run_1/port_trees.png
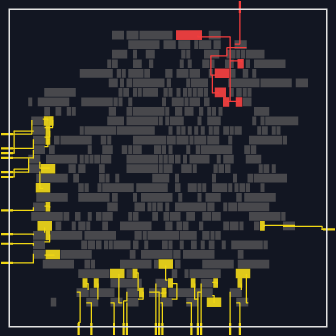
run_1/ff_map.png
The bar under the picture is 20 um long. Other sequential cells in the stronger grey, the rest of the logic in the fainter grey.
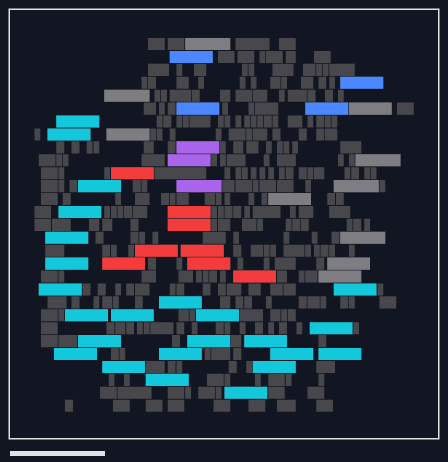
run_1/clock_nets.png
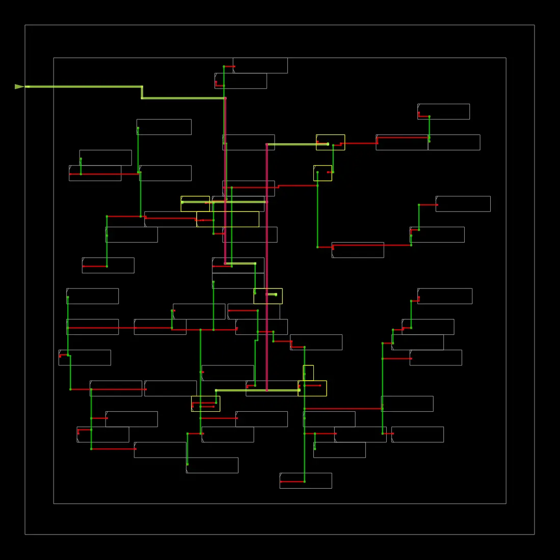
<file path="config.mk">
export PLATFORM = sky130hd
export DESIGN_NAME = i2c_write_seq
export DESIGN_NICKNAME = d
export VERILOG_FILES = /design/src/rtl/i2c_write_seq.sv
export SDC_FILE = /design/constraint.sdc
export NUM_CORES = 1
export LEC_CHECK = 0
export ABC_AREA = 1
export CAP_MARGIN = 20
export CELL_PAD_IN_SITES_DETAIL_PLACEMENT = 0
export CELL_PAD_IN_SITES_GLOBAL_PLACEMENT = 1
export CORE_MARGIN = 5
export CORE_UTILIZATION = 41
export DETAILED_ROUTE_END_ITERATION = 6
export PLACE_DENSITY = 0.85
export REMOVE_ABC_BUFFERS = 1
export SYNTH_ARGS = -nofsm -noshare
export SYNTH_HDL_FRONTEND = slang
export SYNTH_SLANG_ARGS = --single-unit
</file>
<file path="constraint.sdc">
create_clock -name clk -period 2.26 [get_ports clk]
set_input_delay 0.452 -clock clk [delete_from_list [all_inputs] [get_ports clk]]
set_output_delay 0.452 -clock clk [all_outputs]
set_load 0.01 [all_outputs]
</file>
<file path="src/rtl/i2c_write_seq.sv">
// i2c_write_seq: I2C write transaction sequencer for the codec configuration bus.
// Sends START, NBYTES data bytes (MSB first, top byte first), each followed by
// an ACK slot, then STOP. All bit timing comes from tickX16, where 16 ticks make
// one SCL period. The slave may stretch SCL at phase 7 of BIT, ACK and STOP.
// Optional feature macro: I2C_SEQ_ACK_CHECK_EN. When it is defined, a NACK
// sets ackErr and aborts straight to STOP. When it is not defined, the ACK
// sample is ignored and ackErr is tied low.
module i2c_write_seq #(
  parameter int NBYTES = 3
) (
  input  logic                  clk,
  input  logic                  reset,
  input  logic                  tickX16,
  input  logic                  start,
  input  logic [8*NBYTES-1:0]   data,
  output logic                  busy,
  output logic                  done,
  output logic                  ackErr,
  output logic                  sdatOut,
  output logic                  sclkOut,
  input  logic                  sdatFlt,
  input  logic                  sclkFlt
);

  typedef enum logic [2:0] {
    IDLE  = 3'd0,
    START = 3'd1,
    BIT   = 3'd2,
    ACK   = 3'd3,
    STOP  = 3'd4
  } stateT;

  localparam logic [2:0] LASTBYTE = 3'(NBYTES - 1);

  // Returns byte number idx of the latched word, counting from the top byte.
  function automatic logic [7:0] pickByte(input logic [8*NBYTES-1:0] w,
                                          input logic [2:0] idx);
    logic [8*NBYTES-1:0] t;
    t = w << {idx, 3'b000};
    return t[8*NBYTES-1 -: 8];
  endfunction

  stateT               stateR, stateN;
  logic [3:0]          phR, phN;
  logic [2:0]          bitR, bitN;
  logic [2:0]          byteR, byteN;
  logic [7:0]          shiftR, shiftN;
  logic [8*NBYTES-1:0] wordR, wordN;
  logic                busyN, doneN, sdaN, sclN;
  logic                stall, advance, accept, ackSample, ackAbort;

  // A stretch holds ph at 7 while SCL is released by us but still held low by the slave.
  assign stall     = ((stateR == BIT) || (stateR == ACK) || (stateR == STOP)) &&
                     (phR == 4'd7) && sclkOut && !sclkFlt;
  assign advance   = tickX16 && !stall;
  assign accept    = (stateR == IDLE) && start;
  assign ackSample = (stateR == ACK) && advance && (phR == 4'd11);

`ifdef I2C_SEQ_ACK_CHECK_EN
  assign ackAbort = ackErr;

  // NACK flag: cleared when a transaction is accepted, set when SDA reads high at ACK ph 11.
  always_ff @(posedge clk or negedge reset) begin
    if (!reset) begin
      ackErr <= 1'b0;
    end else if (accept) begin
      ackErr <= 1'b0;
    end else if (ackSample && sdatFlt) begin
      ackErr <= 1'b1;
    end else begin
      ackErr <= ackErr;
    end
  end
`else
  logic unusedAckPath;
  assign ackAbort      = 1'b0;
  assign ackErr        = 1'b0;
  assign unusedAckPath = ackSample & sdatFlt;
`endif

  // Next-state logic: phase stepping, bit/byte counting and shift register control.
  always_comb begin
    stateN = stateR;
    phN    = phR;
    bitN   = bitR;
    byteN  = byteR;
    shiftN = shiftR;
    wordN  = wordR;
    busyN  = busy;
    doneN  = 1'b0;
    case (stateR)
      IDLE: begin
        phN = 4'd0;
        if (start) begin
          wordN  = data;
          busyN  = 1'b1;
          stateN = START;
        end else begin
          busyN  = 1'b0;
        end
      end
      START: begin
        if (advance) begin
          phN = phR + 4'd1;
          if (phR == 4'd15) begin
            stateN = BIT;
            bitN   = 3'd7;
            byteN  = 3'd0;
            shiftN = pickByte(wordR, 3'd0);
          end else begin
            stateN = START;
          end
        end else begin
          phN = phR;
        end
      end
      BIT: begin
        if (advance) begin
          phN = phR + 4'd1;
          if (phR == 4'd15) begin
            shiftN = {shiftR[6:0], 1'b0};
            if (bitR == 3'd0) begin
              stateN = ACK;
            end else begin
              bitN = bitR - 3'd1;
            end
          end else begin
            stateN = BIT;
          end
        end else begin
          phN = phR;
        end
      end
      ACK: begin
        if (advance) begin
          phN = phR + 4'd1;
          if (phR == 4'd15) begin
            if (ackAbort || (byteR == LASTBYTE)) begin
              stateN = STOP;
            end else begin
              stateN = BIT;
              bitN   = 3'd7;
              byteN  = byteR + 3'd1;
              shiftN = pickByte(wordR, byteR + 3'd1);
            end
          end else begin
            stateN = ACK;
          end
        end else begin
          phN = phR;
        end
      end
      STOP: begin
        if (advance) begin
          phN = phR + 4'd1;
          if (phR == 4'd15) begin
            stateN = IDLE;
            busyN  = 1'b0;
            doneN  = 1'b1;
          end else begin
            stateN = STOP;
          end
        end else begin
          phN = phR;
        end
      end
      default: begin
        stateN = IDLE;
        phN    = 4'd0;
        busyN  = 1'b0;
      end
    endcase
  end

  // Line decode from the upcoming state/phase so the registered lines track ph exactly.
  always_comb begin
    sdaN = 1'b1;
    sclN = 1'b1;
    case (stateN)
      IDLE: begin
        sdaN = 1'b1;
        sclN = 1'b1;
      end
      START: begin
        sclN = 1'b1;
        if (phN < 4'd8) begin
          sdaN = 1'b1;
        end else begin
          sdaN = 1'b0;
        end
      end
      BIT: begin
        sclN = (phN >= 4'd4) && (phN <= 4'd11);
        if (phN == 4'd0) begin
          sdaN = shiftN[7];
        end else begin
          sdaN = sdatOut;
        end
      end
      ACK: begin
        sclN = (phN >= 4'd4) && (phN <= 4'd11);
        sdaN = 1'b1;
      end
      STOP: begin
        if (phN < 4'd4) begin
          sdaN = 1'b0;
          sclN = 1'b0;
        end else if (phN < 4'd12) begin
          sdaN = 1'b0;
          sclN = 1'b1;
        end else begin
          sdaN = 1'b1;
          sclN = 1'b1;
        end
      end
      default: begin
        sdaN = 1'b1;
        sclN = 1'b1;
      end
    endcase
  end

  // State and output registers; reset releases both bus lines at once.
  always_ff @(posedge clk or negedge reset) begin
    if (!reset) begin
      stateR  <= IDLE;
      phR     <= 4'd0;
      bitR    <= 3'd7;
      byteR   <= 3'd0;
      shiftR  <= 8'h00;
      wordR   <= {(8*NBYTES){1'b0}};
      busy    <= 1'b0;
      done    <= 1'b0;
      sdatOut <= 1'b1;
      sclkOut <= 1'b1;
    end else begin
      stateR  <= stateN;
      phR     <= phN;
      bitR    <= bitN;
      byteR   <= byteN;
      shiftR  <= shiftN;
      wordR   <= wordN;
      busy    <= busyN;
      done    <= doneN;
      sdatOut <= sdaN;
      sclkOut <= sclN;
    end
  end

endmodule

</file>
==> out/qor.yml, run 1 <==
routing:
  wl_mm: 5.675
  drt-met1-wl_mm: 2.685
  wl_per_cell_um: 12.87
  dr_wl_met3_um: 156
  drc: 0
global_route:
  grt_pass1_wl_mm: 9.742
  grt_max_degree: 32
  grt_pass1_vias: 2204
  grt-ovfl-total: 0
sta:
  finalClockPeriodUsage_pct: 92.18
  worst_pin_slew_ns: 0.5460
  setup_tns_ns: 0
  max_slew_margin_pct: 63.60
  finalCriticalPeriod_ns: 2.083
clock_network:
  cts_max_level: 2
  cts_tree: "done"
  cts_resized: 0
  clock-sinks: 49
  clockBufferDepth: 2
setup_path:
  worstSetupStartpointType: "flip-flop"
  critical-path-top-delay-family: "simple AND/OR/NAND/NOR gates"
  cp_max_fo: 4
  worstPathRequired_ns: 2.49
  worst_path_max_delay_cell: "dfrtp_1"
finish:
  logic_gates: 205
  mi_logic_area_um2: 1174
  flops: 49
  post-route-cell-area_um2: 3267
  sh_comb_area_pct: 35.93
  final_cells: 441
  register_area_um2: 1234
logic_synthesis:
  avgSynthCellArea_um2: 8.278
  syn-instance-count: 318
  synth.cell_area_um2: 2633
  top_area_cell: "dfrtp_1"
  yosys_warnings: 0
  topCombFamilyByArea: "simple AND/OR/NAND/NOR gates"
  area_leaders: "dfrtp_1 42%, inv_1 6.6%, nand2_1 6.6%, nor2_1 5.8%, dfstp_2 5.0%"
  synth_seq_share_pct: 46.82
  synth_flops: 49
  yosys.area_share.simple_pct: 21.53
  synthXorXnorAreaFrac_pct: 0.6654
power_and_ir_drop:
  leakagePower_nw: 1.601
die:
  initial_core_util_pct: 41.70
  chipArea_um2: 8123
  nWellTaps: 77
worst_hold_path:
  min_path_type: "in -> async"
run_status:
  outcome: "completed"
## Picture notes: port_trees.png
Yellow marks `data`, direction input, end cells 24, wire 315 um. Red marks `tickX16`, direction input, end cells 6, wire 72.6 um.
I/O pin cnt: 35
IO buf count: 32

## Picture notes: ff_map.png
Cyan marks `wordR`, placed flops 24. Blue marks `phR`, placed flops 4. Red marks `shiftR`, placed flops 8, where centre. Purple marks `stateR`, placed flops 3.
Another 10 sequential cells are not coloured.

## Picture notes: clock_nets.png
Clock buffer cells: 5
total CTS buffers: 5

run 1: power breakdown:
part,internal (mW),switching (mW),total [mW]
Combinational,0.513,0.652,1.16
Clock,0.332,0.308,0.640
Sequential,1.23,0.190,1.42
run 1: sequential cells by signal, summed over array words and instances, names as in the netlist:
register  flops
stateR        3
bitR          3
sdatOut       1
done          1
phR           4
busy          1
wordR        24
shiftR        8
sclkOut       1
byteR         3
run 1: cells by family (layout without fill, tap and decap cells):
family / after synthesis / count (layout)
buf+inv: 64 / 110
fa+ha+maj: 8 / 8
xor+xnor: 2 / 2
other cells: 1 / 1
simple gates: 122 / 122
flops: 49 / 49
compound gates: 64 / 64
mux: 8 / 8
run 1: worst paths after layout:
| path | startpoint | slack [ns] | endpoint | depth (start not counted) |
|---|---|---|---|---|
| setup / recovery | phR[1] | 0.18 | sdatOut | 13 |
| hold / removal | reset | 0.12 | wordR[9] | 1 |
| setup reg to reg | phR[1] | 0.18 | sdatOut | 13 |
| hold reg to reg | busy | 0.50 | busy | 2 |
| max in group asynchronous | reset | 1.54 | bitR[1] | 2 |
| min in group clk | busy | 0.50 | busy | 2 |
run 1: cells in the mapped netlist (2+ instances only):
master	n
mux2_2	8
nor3_2	2
clkbuf_1	3
nand2_1	46
inv_2	8
dfrtp_1	44
o2111ai_1	6
ha_1	8
a21oi_1	20
o21ai_0	20
xor2_1	2
nand3_1	20
nor3b_1	2
inv_1	46
buf_2	4
dfstp_2	5
o22ai_1	7
nor2_1	41
buf_4	2
nor2_2	2
o21ai_1	5
nand2_4	2
run 1: through the flow:
step	util (%)	power, mW
after global placement	49.43	2.540
after detailed placement	49.43	2.574
after CTS	51.21	3.225
final	51.74	3.220
after global routing	51.74	3.489
after floorplan	-	2.184
run_1/layers.png
The bar under the picture is 20 um long.
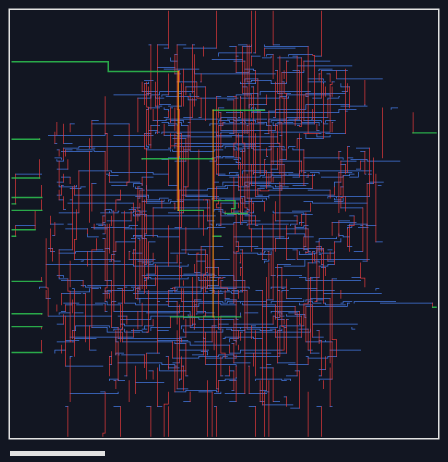

==> run 1 -> run 2 <==
Settings changed: CORE_UTILIZATION 41 to 42, CTS_BUF_LIST set to sky130_fd_sc_hd__clkbuf_4 sky130_fd_sc_hd__clkbuf_8, HOLD_SLACK_MARGIN set to 0.03, PLACE_DENSITY 0.85 to 0.87.
run_2/layers.png
The bar under the picture is 20 um long.
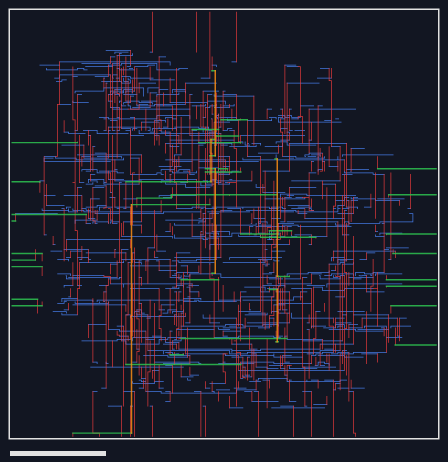
Red marks M2, wire length 2490 um. Green marks M3, wire length 344 um. Blue marks M1, wire length 2640 um. Orange marks M4, wire length 131 um.
Vias: 2203
Total Routing Usage GR: 15.98%
final WL: 5.609 mm
DR WL/cell: 12.69 um

run_2/ff_map.png
The bar under the picture is 20 um long. Other sequential cells in the stronger grey, the rest of the logic in the fainter grey.
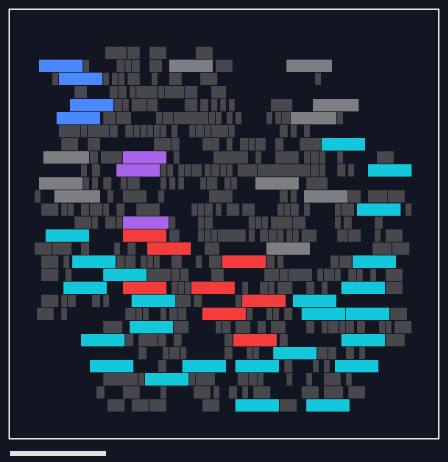
Seq. cell area: 1234 um^2
Seq/total area: 37.50%
sequential power: 1.41 mW
Layout Utilization: 54.91%

==> out/qor.yml, run 2 <==
setup_path:
  reg2reg_depth: 15
  startpoint: "phR[0]"
  crit_end: "sdatOut"
  worst_path_max_delay_cell: "dfrtp_1"
  worstPathRequired_ns: 2.49
clock_network:
  clock-sinks: 49
finish:
  top_regs: "wordR: 24 flops, shiftR: 8 flops, phR: 4 flops"
  final_cells: 442
  largest_reg_flops: 24
logic_synthesis:
  top_area_cell: "dfrtp_1"
  synth_seq_share_pct: 46.82
  area_leaders: "dfrtp_1 42%, inv_1 6.6%, nand2_1 6.6%, nor2_1 5.8%, dfstp_2 5.0%"
power_and_ir_drop:
  switching_share_pct: 34.42
die:
  initial_core_util_pct: 43.94
  chipArea_um2: 7951
  io_pins: 35
run_status:
  outcome: "completed"
global_route:
  grt-ovfl-total: 0
sta:
  finalClockPeriodUsage_pct: 89.05
  finalCriticalPeriod_ns: 2.013
[run 2: metal layers]
layer,vias to the layer above,part of all wire [%],global-route usage [%]
met5,-,0,0
met4,0,2.3,6.495
met3,13,6.1,3.687
met2,59,44,24.98
met1,1004,47,21.40
li1,1127,-,-
[run 2: layout make-up]
cell class / instances / share of cell area (%)
Timing Repair Buffer: 50 / 14.45
Multi-Input combinational cell: 205 / 35.26
Clock inverter: 1 / 0.9129
Sequential cell: 49 / 37.50
Tap cell: 75 / 2.853
Inverter: 55 / 6.276
Clock buffer: 7 / 2.739
[run 2: power groups by stage]
stage	Sequential, mW	Combinational (mW)	Clock, mW
floorplan	1.39	0.795	0
global placement	1.41	1.13	0
detailed placement	1.42	1.16	0
CTS	1.41	1.17	0.672
global route	1.45	1.37	0.712
finish	1.41	1.19	0.652
[run 2: kinds of logic (layout without fill, tap and decap cells)]
group,count (synthesis),count (layout),synth area share [%]
and+or+nand+nor,122,122,21.53
AOI/OAI and AO/OA,64,64,14.02
buffers and inverters,64,113,9.601
DFF,49,49,46.82
adders and majority gates,8,8,3.802
muxes,8,8,3.422
xor gates and xnor gates,2,2,0.6655
other,1,1,0.1424
[run 2: what timing repair did]
action / in CTS / in global routing
buffers inserted: 0 / 5
resized: 0 / 5
setup endpoints to repair: 0 / 1
[run 2: worst reg2reg max path: stages, from the launching register on]
cell and delay, ns:
dfrtp_1 0.37, ha_1 0.20, nand2_2 0.09, nor2_2 0.12, nand3_2 0.13, nand2_4 0.09
buf_4 0.15, inv_2 0.06, nand2_1 0.05, nand3_1 0.10, ha_1 0.20, nand3_1 0.10
nor2_1 0.06, nor2_2 0.07, nor2_1 0.05, a21oi_1 0.12
==> run 2 -> run 3 <==
Settings changed: SKIP_LAST_GASP set to 1.
run_3/ff_map.png
The bar under the picture is 20 um long. Other sequential cells in the stronger grey, the rest of the logic in the fainter grey.
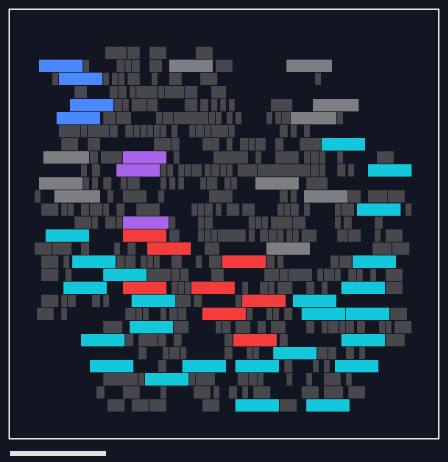

==> out/qor.yml, run 3 <==
setup_path:
  worst_path_max_delay_cell: "dfrtp_1"
  startpoint: "phR[0]"
logic_synthesis:
  area_leaders: "dfrtp_1 42%, inv_1 6.6%, nand2_1 6.6%, nor2_1 5.8%, dfstp_2 5.0%"
  ys_sh_adder_pct: 3.802
  syn-instance-count: 318
  mux_share_pct: 3.422
  ys_top_cells_by_count: "46 x inv_1, 46 x nand2_1, 44 x dfrtp_1, 41 x nor2_1"
  yosys.area_share.simple_pct: 21.53
global_route:
  grt_max_degree: 44
  grt_pass1_vias: 2166
  grtUsageTotal_pct: 15.98
  met2_usage_pct: 24.98
  met3_usage_pct: 3.687
finish:
  post-route-cell-area_um2: 3289
  fin_util_pct: 54.91
  final_cells: 442
power_and_ir_drop:
  switching_share_pct: 34.42
  seqPwrFrac_pct: 43.3
  clock_power_share_pct: 20.1
  comb_power_share_pct: 36.6
  p_sw_mw: 1.118
  fin_total_pwr_mw: 3.249
clock_network:
  cts_buffers: 5
sta:
  finalCriticalPeriod_ns: 2.013
worst_hold_path:
  min_path_type: "in -> async"
run_status:
  outcome: "completed"
run_3/port_trees.png
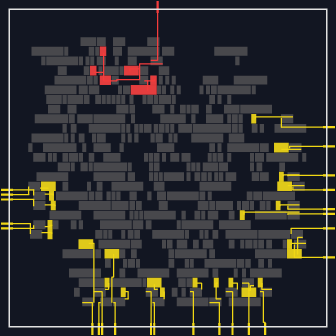

run 3: cell counts after synthesis:
Identical to the previous run, type by type.
run 3: metal layers:
metal  vias up  part of all wire, %  routed length [um]
li1       1127                    -                   -
met1      1004                   47                2643
met2        59                   44                2490
met3        13                  6.1                 344
met4         0                  2.3                 131
met5         -                    0                   0
run 3: area by class of cell:
| cell class | instances | area, um^2 |
|---|---|---|
| fillers | 569 | 2701 |
| flip-flops and latches | 49 | 1234 |
| multi-input cells | 205 | 1160 |
| repair buffers | 50 | 475.5 |
| inverters | 55 | 206.4 |
| well taps | 75 | 93.84 |
| clock buffers | 7 | 90.09 |
| clock inverters | 1 | 30.03 |
run 3: power by group through the flow:
stage	clock network [mW]	registers [mW]	logic [mW]
after global placement	0	1.41	1.13
after CTS	0.672	1.41	1.17
final	0.652	1.41	1.19
after floorplan	0	1.39	0.795
after detailed placement	0	1.42	1.16
after global routing	0.712	1.45	1.37
run 3: stage by stage:
stage | setup slack (ns) | TNS (ns)
after floorplan | 0.1435 | 0
final | 0.2475 | 0
after CTS | 0.07669 | 0
after global placement | -0.04945 | -0.04945
after global routing | -0.001505 | -0.001505
after detailed placement | -0.06582 | -0.06582
run 3: worst register-to-register path, cell delays in order (launching register included):
cell and delay, ns:
dfrtp_1 0.37, ha_1 0.20, nand2_2 0.09, nor2_2 0.12, nand3_2 0.13, nand2_4 0.09, buf_4 0.15, inv_2 0.06
nand2_1 0.05, nand3_1 0.10, ha_1 0.20, nand3_1 0.10, nor2_1 0.06, nor2_2 0.07, nor2_1 0.05, a21oi_1 0.12
run 3: repair_timing:
item                                    4_1_cts  5_1_grt
setup buffers                                 0        5
resized                                       0        5
endpoints found under the setup margin        0        1

==> layout pictures side by side <==
Cell sizes after repair.
The bar under the picture is 20 um long.
panel A
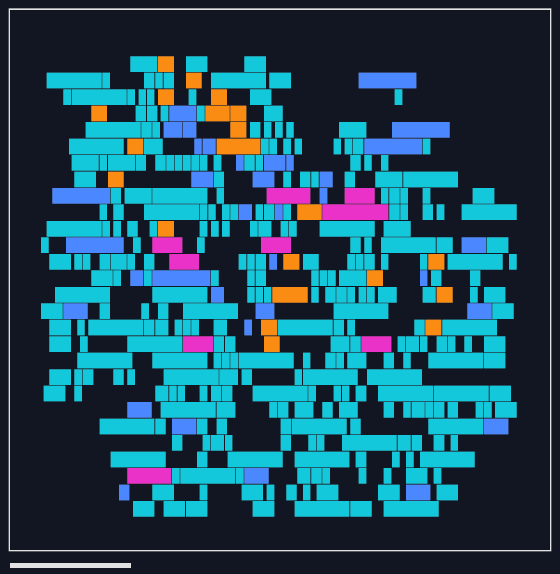
panel B
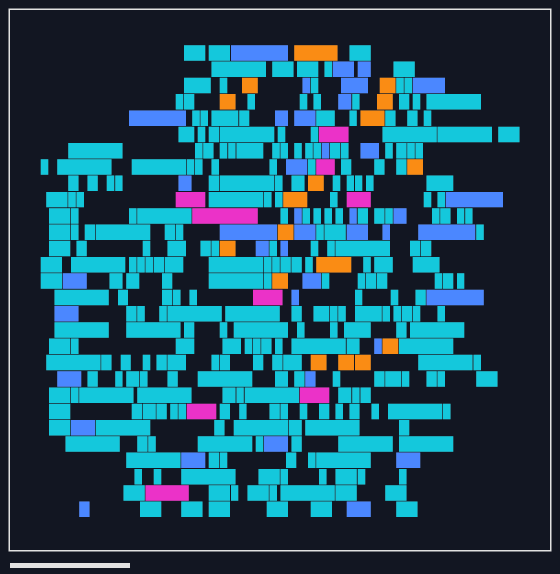
run 1 -> panel B
run 3 -> panel A

Key to panel A:
Orange marks x3 and x4, cells 21. Blue marks x2, cells 35. Cyan marks x1 and smaller, cells 302. Magenta marks x6 and larger, cells 9.

Power figures rest on the tool's default switching activity, not on a simulated workload.
